`src/rtl/alu_issue_stage_pkg.sv`:
```
// Shared encodings for the ALU issue stage, the ALU and main control.
//   - ALU select values driven onto the ALU select input
//   - main-control ALUOp encodings
//   - R-type opcode field values (instruction[31:21])
//   - XZR register index (reads as zero, writes discarded)
package alu_issue_stage_pkg;

  localparam logic [3:0] SEL_AND = 4'b0000;
  localparam logic [3:0] SEL_EOR = 4'b0001;
  localparam logic [3:0] SEL_ADD = 4'b0010;
  localparam logic [3:0] SEL_SUB = 4'b0110;

  typedef enum logic [1:0] {
    ALUOP_MEM   = 2'b00,  // load/store address add
    ALUOP_CMP   = 2'b01,  // pass-B / compare (subtract)
    ALUOP_RTYPE = 2'b10,  // decode from opcode field
    ALUOP_RSVD  = 2'b11
  } aluop_e;

  localparam logic [10:0] OPC_ADD = 11'b10001011000;
  localparam logic [10:0] OPC_SUB = 11'b11001011000;
  localparam logic [10:0] OPC_AND = 11'b10001010000;
  localparam logic [10:0] OPC_EOR = 11'b11001010000;

  localparam logic [4:0] XZR = 5'd31;

endpackage

```
`src/rtl/alu_select_decode.sv`:
```
// Combinational ALU select decode.
//   aluop   : main-control ALUOp
//   opcode  : R-type opcode field
//   select  : ALU select
//   illegal : unsupported ALUOp/opcode combination (select falls back to ADD)
module alu_select_decode
  import alu_issue_stage_pkg::*;
#(
  parameter int SEL_WIDTH = 4,
  parameter int OPC_WIDTH = 11
) (
  input  logic [1:0]           aluop,
  input  logic [OPC_WIDTH-1:0] opcode,
  output logic [SEL_WIDTH-1:0] select,
  output logic                 illegal
);

  always_comb begin
    select  = SEL_WIDTH'(SEL_ADD);
    illegal = 1'b0;
    case (aluop)
      ALUOP_MEM: select = SEL_WIDTH'(SEL_ADD);
      ALUOP_CMP: select = SEL_WIDTH'(SEL_SUB);
      ALUOP_RTYPE: begin
        if      (opcode == OPC_WIDTH'(OPC_ADD)) select = SEL_WIDTH'(SEL_ADD);
        else if (opcode == OPC_WIDTH'(OPC_SUB)) select = SEL_WIDTH'(SEL_SUB);
        else if (opcode == OPC_WIDTH'(OPC_AND)) select = SEL_WIDTH'(SEL_AND);
        else if (opcode == OPC_WIDTH'(OPC_EOR)) select = SEL_WIDTH'(SEL_EOR);
        else                                    illegal = 1'b1;
      end
      default: illegal = 1'b1;  // reserved ALUOp
    endcase
  end

endmodule

```
`src/rtl/alu_issue_stage.sv`:
```
// ID/EX stage feeding the 64-bit ALU.
//   in_*      : decoded instruction from ID, valid/ready handshake
//   flush     : drop the held instruction and the incoming one
//   out_*     : ALU select, forwarded operands A/B, destination, illegal flag
//   exm_*     : EX/MEM bypass (write enable, dest, data)
//   mwb_*     : MEM/WB bypass (write enable, dest, data)
// Control and operands are registered on load; forwarding is applied
// combinationally on the outputs so a bypass arriving while the stage is
// stalled still reaches the ALU.
module alu_issue_stage
  import alu_issue_stage_pkg::*;
#(
  parameter int DATA_WIDTH = 64,
  parameter int SEL_WIDTH  = 4,
  parameter int REG_AW     = 5,
  parameter int OPC_WIDTH  = 11
) (
  input  logic                  clk,
  input  logic                  rst,
  input  logic                  in_valid,
  output logic                  in_ready,
  input  logic [1:0]            in_aluop,
  input  logic [OPC_WIDTH-1:0]  in_opcode,
  input  logic                  in_use_imm,
  input  logic [DATA_WIDTH-1:0] in_imm,
  input  logic [REG_AW-1:0]     in_rn,
  input  logic [REG_AW-1:0]     in_rm,
  input  logic [REG_AW-1:0]     in_rd,
  input  logic [DATA_WIDTH-1:0] in_rdata1,
  input  logic [DATA_WIDTH-1:0] in_rdata2,
  input  logic                  flush,
  output logic                  out_valid,
  input  logic                  out_ready,
  output logic [SEL_WIDTH-1:0]  out_select,
  output logic [DATA_WIDTH-1:0] out_a,
  output logic [DATA_WIDTH-1:0] out_b,
  output logic [REG_AW-1:0]     out_rd,
  output logic                  out_illegal,
  input  logic                  exm_wen,
  input  logic [REG_AW-1:0]     exm_rd,
  input  logic [DATA_WIDTH-1:0] exm_data,
  input  logic                  mwb_wen,
  input  logic [REG_AW-1:0]     mwb_rd,
  input  logic [DATA_WIDTH-1:0] mwb_data
);

  logic [SEL_WIDTH-1:0] dec_sel;
  logic                 dec_ill;

  alu_select_decode #(.SEL_WIDTH(SEL_WIDTH), .OPC_WIDTH(OPC_WIDTH)) u_dec (
    .aluop   (in_aluop),
    .opcode  (in_opcode),
    .select  (dec_sel),
    .illegal (dec_ill)
  );

  logic                  vld_q,     vld_d;
  logic [SEL_WIDTH-1:0]  sel_q,     sel_d;
  logic                  ill_q,     ill_d;
  logic [REG_AW-1:0]     rn_q,      rn_d;
  logic [REG_AW-1:0]     rm_q,      rm_d;
  logic [REG_AW-1:0]     rd_q,      rd_d;
  logic                  use_imm_q, use_imm_d;
  logic [DATA_WIDTH-1:0] imm_q,     imm_d;
  logic [DATA_WIDTH-1:0] rdata1_q,  rdata1_d;
  logic [DATA_WIDTH-1:0] rdata2_q,  rdata2_d;

  logic load;

  assign in_ready = !vld_q | out_ready;
  assign load     = in_valid & in_ready & !flush;

  always_comb begin
    vld_d     = vld_q;
    sel_d     = sel_q;
    ill_d     = ill_q;
    rn_d      = rn_q;
    rm_d      = rm_q;
    rd_d      = rd_q;
    use_imm_d = use_imm_q;
    imm_d     = imm_q;
    rdata1_d  = rdata1_q;
    rdata2_d  = rdata2_q;
    if (flush) begin
      // Fields are left untouched: a flushed instruction is never captured.
      vld_d = 1'b0;
    end else if (load) begin
      vld_d     = 1'b1;
      sel_d     = dec_sel;
      ill_d     = dec_ill;
      rn_d      = in_rn;
      rm_d      = in_rm;
      rd_d      = in_rd;
      use_imm_d = in_use_imm;
      imm_d     = in_imm;
      rdata1_d  = in_rdata1;
      rdata2_d  = in_rdata2;
    end else if (out_ready) begin
      vld_d = 1'b0;  // drained with nothing behind it
    end
  end

  always_ff @(posedge clk) begin
    if (rst) begin
      vld_q     <= 1'b0;
      sel_q     <= '0;
      ill_q     <= 1'b0;
      rn_q      <= '0;
      rm_q      <= '0;
      rd_q      <= '0;
      use_imm_q <= 1'b0;
      imm_q     <= '0;
      rdata1_q  <= '0;
      rdata2_q  <= '0;
    end else begin
      vld_q     <= vld_d;
      sel_q     <= sel_d;
      ill_q     <= ill_d;
      rn_q      <= rn_d;
      rm_q      <= rm_d;
      rd_q      <= rd_d;
      use_imm_q <= use_imm_d;
      imm_q     <= imm_d;
      rdata1_q  <= rdata1_d;
      rdata2_q  <= rdata2_d;
    end
  end

  // XZR check first means a bypass targeting X31 can never match.
  function automatic logic [DATA_WIDTH-1:0] fwd(
    input logic [REG_AW-1:0]     src,
    input logic [DATA_WIDTH-1:0] rf_data,
    input logic                  e_wen,
    input logic [REG_AW-1:0]     e_rd,
    input logic [DATA_WIDTH-1:0] e_data,
    input logic                  m_wen,
    input logic [REG_AW-1:0]     m_rd,
    input logic [DATA_WIDTH-1:0] m_data
  );
    if (src == REG_AW'(XZR))       return '0;
    else if (e_wen && e_rd == src) return e_data;
    else if (m_wen && m_rd == src) return m_data;
    else                           return rf_data;
  endfunction

  assign out_a = fwd(rn_q, rdata1_q, exm_wen, exm_rd, exm_data,
                     mwb_wen, mwb_rd, mwb_data);
  assign out_b = use_imm_q ? imm_q
               : fwd(rm_q, rdata2_q, exm_wen, exm_rd, exm_data,
                     mwb_wen, mwb_rd, mwb_data);

  assign out_valid   = vld_q;
  assign out_select  = sel_q;
  assign out_rd      = rd_q;
  assign out_illegal = ill_q;

endmodule

```
`config.mk`:
```
export PLATFORM = sky130hd
export DESIGN_NAME = alu_issue_stage
export DESIGN_NICKNAME = d
export VERILOG_FILES = /design/src/rtl/alu_issue_stage_pkg.sv /design/src/rtl/alu_select_decode.sv /design/src/rtl/alu_issue_stage.sv
export SDC_FILE = /design/constraint.sdc
export NUM_CORES = 1
export LEC_CHECK = 0
export ABC_AREA = 1
export CORE_AREA = 3 3 195 197
export CTS_CLUSTER_SIZE = 8
export DETAILED_ROUTE_END_ITERATION = 10
export DIE_AREA = 0 0 198 200
export GPL_TIMING_DRIVEN = 0
export HOLD_SLACK_MARGIN = 0.08
export PLACE_DENSITY = 0.66
export SKIP_CTS_REPAIR_TIMING = 1
export SLEW_MARGIN = 25
export SYNTH_ARGS = -nofsm -noshare
export SYNTH_HDL_FRONTEND = slang
export SYNTH_SLANG_ARGS = --single-unit
```
`constraint.sdc`:
```
create_clock -name clk -period 1.89 [get_ports clk]
set_input_delay 0.378 -clock clk [delete_from_list [all_inputs] [get_ports clk]]
set_output_delay 0.378 -clock clk [all_outputs]
set_load 0.05 [all_outputs]
```
Figure 1. Cell area per tile (run 1).
Drawn at 1.5 px/um. The die is cut into 20 by 20 equal tiles; dark purple is low, yellow is high, 0 to 100% covered.
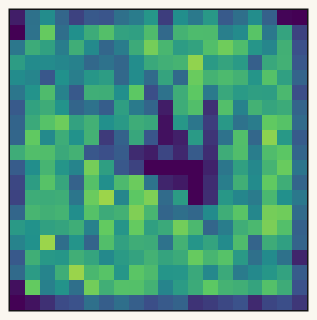
emptiest ninth of the die	middle
mean over tiles	48%
nearly empty tiles	2.5%

Figure 2. Selected gate families (run 1).
Drawn at 2 px/um.
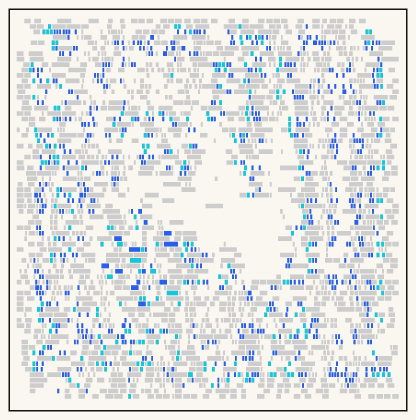
color	family	cells	where
cyan	aoi and oai cells	236	widely spread
blue	nor cells	677	widely spread

Figure 3. Nets reached from selected ports (run 1).
Drawn at 2 px/um.
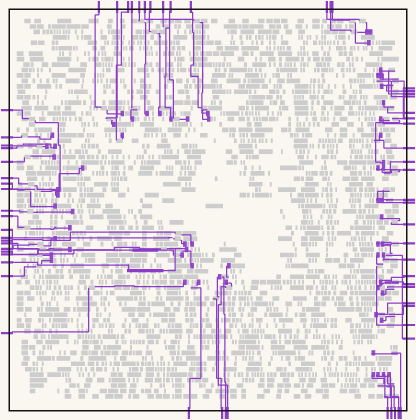
color	port	bits	direction	edge	end cells	buffers	wire
purple	`in_rdata1`	64	input	22 right, 20 left, 13 top, 9 bottom	64	64	2720 um

Figure 4. The clock network (run 1).
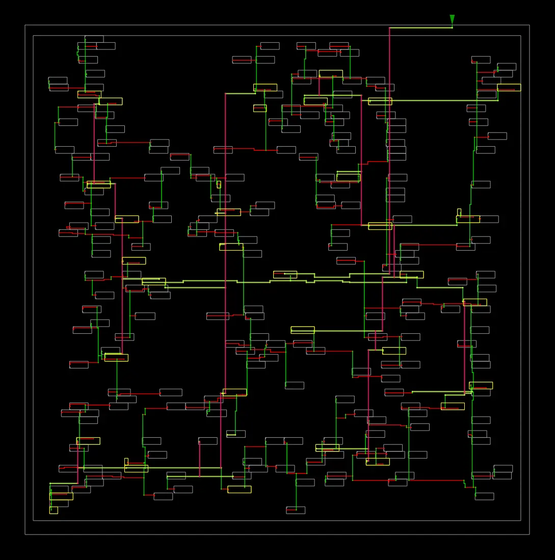
final setup skew: 0.01326 ns
power of the clock network: 4.98 mW
worst-skew pair later-pin latency: 0.56 ns

==> run summary, run 1 <==
Notes on the flow outputs.

- The combinational share of cell area is 0.3653.
- The detail-routed via count per cell reads 5.074.
- The met3 layer usage reported by global route reads 0.04683.
- The depth of the worst register-to-register path is 6.
- The cell area after technology mapping is 0.01265 mm2.
- The run finished, with violations left.
- The power density of the placed cells reads 743.2 mW/mm2.
- The total non-filler cell area in the finished layout is 0.01968 mm2.
- The placer congestion estimate reads 0.9519.
- The width of the die is 198 um.
- The floorplan row count is 70.
- The share of cell area taken by flip-flops and latches is 0.2176.
- Looking at the critical path, the single cell with the biggest stage delay is sky130_fd_sc_hd__clkdlybuf4s50_1.
- The source of the worst register-to-register timing path reads out_valid$_SDFFE_PP0P_.
- Setup repair after global routing could not meet its margin everywhere.
- The uppermost signal routing layer after detailed routing is met5.
- The checks that failed: negative setup slack.
- The library cells used most frequently in the layout, excluding fill and tap cells, are 650 x sky130_fd_sc_hd__nor2_1, 416 x sky130_fd_sc_hd__nand2_1, 372 x sky130_fd_sc_hd__clkdlybuf4s50_1.
- The sequential power reported by the tool is 4.99 mW.
- Of the total power, the clock network draws 0.341.
- The area added between synthesis and finish is 55.58%.
- The setup check on the worst reg-to-reg path leaves a slack of -0.19 ns.
- The OpenROAD report gives the critical path a required time of 1.51 ns.
- In the final report, the number of endpoints failing setup comes to 268.
- The top cell class by occupied area is combinational gates.
- The share of flip-flops with an asynchronous set or reset after synthesis is 0.
- TritonCTS built the clock tree.
- The power report attributes to the combinational group a share of 0.318.
- Hold analysis shows the worst path with a depth of 2.
- Detailed-route iteration 0 reported a violation count of 1002.
- The wire length of the first global-routing pass is 88620 um.
- The top cell family by delay on the critical path reads buffers and inverters.
- The placed cell count reads 3072.
- The number of synthesized register bits reads 213.
- Counting every instance in the synthesized netlist gives 2100.
- Wire segments on met2 add up to 29980 um in the final route.
- The power report attributes to the sequential group a share of 0.341.
- The script reports the combined buffer and inverter count of the critical path as 5.
- The number of flops mapped to enable cells by yosys is 0.
- The number of I/O port buffers is 504.
- The hold violation total from the final report reads 0.
- Setup slack on the critical path of the routed design comes to -0.8200 ns.
- Total power for the finished layout comes to 14.62 mW.
- The final wirelength is 61460 um.
- The maximum level of the CTS H-tree is 1.
==> run 1: kinds of logic (layout without fill, tap and decap cells) <==
| logic type | after synthesis | after routing | share of synthesized area |
|---|---|---|---|
| AOI/OAI and AO/OA | 236 | 236 | 0.09458 |
| xor gates and xnor gates | 1 | 1 | 0.0006926 |
| DFF | 213 | 213 | 0.3372 |
| and+or+nand+nor | 1385 | 1386 | 0.4515 |
| other | 1 | 11 | 0.0002965 |
| adders and majority gates | 3 | 3 | 0.002968 |
| buffers and inverters | 261 | 823 | 0.1128 |
==> run 1: flip-flops by register name (all words and copies together), names as in the netlist, 3 cells and up <==
name        cells
imm_q          64
out_rd          5
out_select      3
rdata1_q       64
rdata2_q       64
rm_q            5
rn_q            5
Figure 5. Where the registers sit (run 1).
Drawn at 2 px/um. Other sequential cells in the stronger gray, the rest of the logic in the fainter gray.
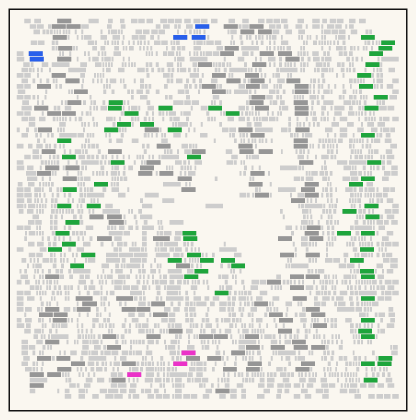

==> run 2: changes to the inputs <==
--- a/config.mk
+++ b/config.mk
@@ -7,6 +7,7 @@
 export LEC_CHECK = 0
 export ABC_AREA = 1
 export CORE_AREA = 3 3 195 197
+export CTS_CLUSTER_DIAMETER = 40
 export CTS_CLUSTER_SIZE = 8
 export DETAILED_ROUTE_END_ITERATION = 10
 export DIE_AREA = 0 0 198 200
Figure 6. Where the registers sit (run 2).
Drawn at 2 px/um. Other sequential cells in the stronger gray, the rest of the logic in the fainter gray.
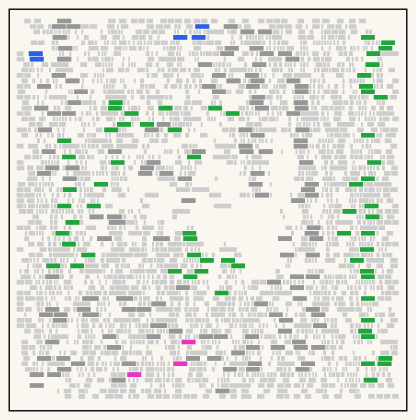
color	signal	placed flops
green	`rdata1_q`	64
magenta	`out_select`	3
blue	`out_rd`	5
not colored	141

Figure 7. The clock network (run 2).
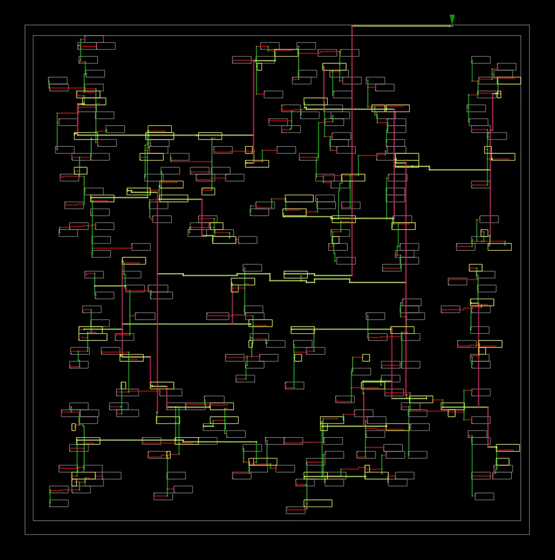
number of clock buffer instances in the layout: 59
final setup skew: 0.01629 ns
power of the clock network: 8.35 mW
sequential cell count: 213

==> run summary, run 2 <==
Notes on the flow outputs.

- The top cell types in the final layout, fill and taps aside, are 607 x sky130_fd_sc_hd__nor2_1, 380 x sky130_fd_sc_hd__nand2_1, 368 x sky130_fd_sc_hd__clkdlybuf4s50_1.
- The met3 layer usage reported by global route is 0.05287.
- In the post-route report, total wirelength is listed as 63200 um.
- The synthesized design contains 213 register bits.
- The uppermost signal routing layer after detailed routing reads met5.
- By area, combinational gates come first.
- The number of stages on the worst hold path is 2.
- The area added between synthesis and finish is 70.37%.
- The clock network power share is 0.456.
- The endpoint class of the critical path is an output port.
- CTS built an H-tree with a depth of 2.
- The number of flops mapped to enable cells by yosys is 0.
- The total non-filler cell area in the finished layout reads 0.02155 mm2.
- The top cell family by delay on the critical path is buffers and inverters.
- The total power draw reads 18.32 mW.
- The fraction of cell area in sequential cells is reported as 0.1992.
- Routability-driven placement finished with a final weighted congestion of 0.9519.
- The count of final setup violators is 262.
- The run finished, with violations left.
- The share of flip-flops with an asynchronous set or reset after synthesis reads 0.
- The data required time at the worst endpoint reads 1.51 ns.
- The checks that failed: negative setup slack.
- Per the timing report, the most critical flop-to-flop path originates at out_valid$_SDFFE_PP0P_.
- The power density of the placed cells reads 850.0 mW/mm2.
- In the final layout, the registers with the most flip-flops are imm_q x64, rdata1_q x64, rdata2_q x64.
- The horizontal die dimension reported for this design is 198 um.
- The synthesized netlist occupies a cell area of 0.01265 mm2.
- The detail-routed via count per cell is 5.080.
- The synthesized instance count is 2100.
- Setup repair after global routing could not meet its margin everywhere.
- The combinational share of power reads 0.271.
- The iteration-0 DRC count of the detailed router reads 1158.
- The depth of the worst register-to-register path reads 6.
- The post-route worst setup slack is -0.7939 ns.
- The insertion delay at the late pin of the worst-skew pair is 0.55 ns.
- The number of I/O port buffers reads 504.
- The buffer-and-inverter tally for the worst setup path is 4.
- The floorplan row count reads 70.
- The number of antenna violations at the first check in global routing is 14.
- The wire length of the first global-routing pass is 88920 um.
- The routed wire length on met2 is 31020 um.
- Among all stages on the critical path, the largest delay is contributed by sky130_fd_sc_hd__dfxtp_4.
- The number of standard cells in the layout, taps in and fillers out is 3197.
- TritonCTS built the clock tree.
- The placed cell count reads 3072.
## run 2: netlist changes by cell type in the layout (fill, tap and decap cells not counted), sizes merged, moves of 4 or more
cell,before,now
clkinv,1,5
clkdlybuf4s50,372,368
clkinvlp,0,10
buf,208,244
bufinv,0,6
dlymetal6s2s,4,8
## run 2: kinds of logic after synthesis
group,synth area share
flops,0.3372
xor+xnor,0.0006926
buf+inv,0.1128
compound gates,0.09458
fa+ha+maj,0.002968
other cells,0.0002965
simple gates,0.4515
## run 2: power by group through the flow
stage               logic (mW)  clock network (mW)  registers [mW]
CTS                       4.48                8.45            4.99
detailed placement        4.45                   0            5.07
floorplan                 2.46                   0            5.06
global placement          4.43                   0            5.06
finish                    4.97                8.35            5.00
global route              5.29                8.66            5.02
Figure 8. Cell area per tile (run 2).
Drawn at 1.5 px/um. The die is cut into 20 by 20 equal tiles; dark purple is low, yellow is high, 0 to 100% covered.
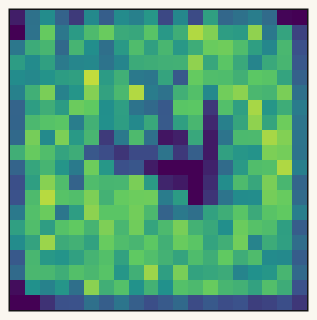

==> run 3: changes to the inputs <==
--- a/config.mk
+++ b/config.mk
@@ -18,4 +18,5 @@
 export SLEW_MARGIN = 25
 export SYNTH_ARGS = -nofsm -noshare
 export SYNTH_HDL_FRONTEND = slang
+export SYNTH_HIERARCHICAL = 1
 export SYNTH_SLANG_ARGS = --single-unit
Figure 9. Cell area per tile (run 3).
Drawn at 1.5 px/um. The die is cut into 20 by 20 equal tiles; dark purple is low, yellow is high, 0 to 100% covered.
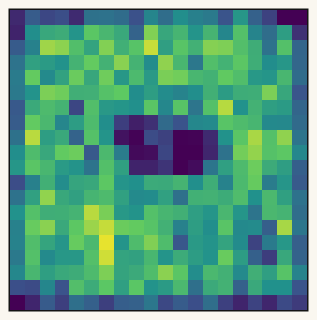
core region area: 0.03643 mm2
initial core utilization: 0.3476

==> run summary, run 3 <==
Notes on the flow outputs.

- The checks that failed: negative setup slack.
- The final wirelength is 63470 um.
- On the critical path the largest part of the delay comes from buffers and inverters.
- The power in the clock group reads 8.17 mW.
- The number of instances in the synthesized netlist is 2107.
- The share of flip-flops with an asynchronous set or reset after synthesis reads 0.
- The number of antenna violations at the first check in global routing came to 11.
- The worst setup slack for register-to-register paths reads -0.15 ns.
- The buffer-and-inverter tally for the worst setup path reads 5.
- The total power draw is 18.17 mW.
- The iteration-0 DRC count of the detailed router reads 1091.
- The dominant kind of combinational cell is simple AND/OR/NAND/NOR gates.
- The flow ran to the end, but the final reports show violations.
- The combinational share of cell area is 0.3506.
- The post-synth count of flops with an enable pin is 0.
- The final timing report counts setup violations totalling 267.
- The parity-gate share of the synthesized area counting xor and xnor cells reads 0.0006915.
- By instance count after routing, the leading logic cell types are 651 x sky130_fd_sc_hd__nor2_1, 385 x sky130_fd_sc_hd__nand2_1, 368 x sky130_fd_sc_hd__clkdlybuf4s50_1.
- The tally of clock buffers in the finished layout is 57.
- For the completed layout, the total cell area is recorded as 0.02127 mm2.
- The width of the die reads 198 um.
- The post-route worst setup slack reads -0.7617 ns.
- The number of standard cells in the layout, taps in and fillers out reads 3207.
- The sequential power reads 5.02 mW.
- Looking at the reg2reg group, the worst path starts from out_valid$_SDFFE_PP0P_.
- The endpoint class of the critical path is an output port.
- The placed cell count is 3080.
Figure 10. The clock network (run 3).
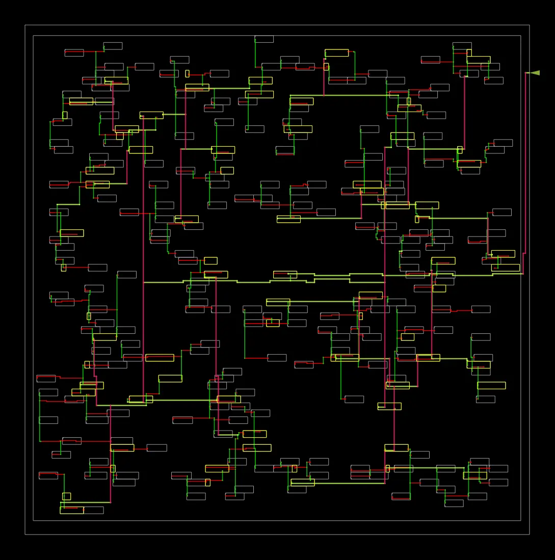
sequential cell count: 214
Sinks on Clock Net: 214
final setup skew: 0.007565 ns

[run 3: worst min path at each step]
stage                                   start                         to  slack, ns  cells after the start
floorplan                                 rst     out_valid$_SDFFE_PP0P_       0.45                      1
global placement        imm_q[8]$_SDFFE_PP0P_      imm_q[8]$_SDFFE_PP0P_       0.46                      2
detailed placement  rdata2_q[35]$_SDFFE_PP0P_  rdata2_q[35]$_SDFFE_PP0P_       0.47                      2
CTS                                       rst     out_valid$_SDFFE_PP0P_       0.38                      2
global route                              rst     out_valid$_SDFFE_PP0P_       0.41                      2
finish                                    rst     out_valid$_SDFFE_PP0P_       0.41                      2
[run 3: per-layer routing]
metal  global-route usage  wire (um)  vias up
li1                     -          -     7907
met1               0.3477      24870     7554
met2               0.5177      31160      707
met3              0.06210       4881      156
met4               0.1169       2519        6
met5                    0         36        -
Power is estimated from default activity; no workload was simulated.
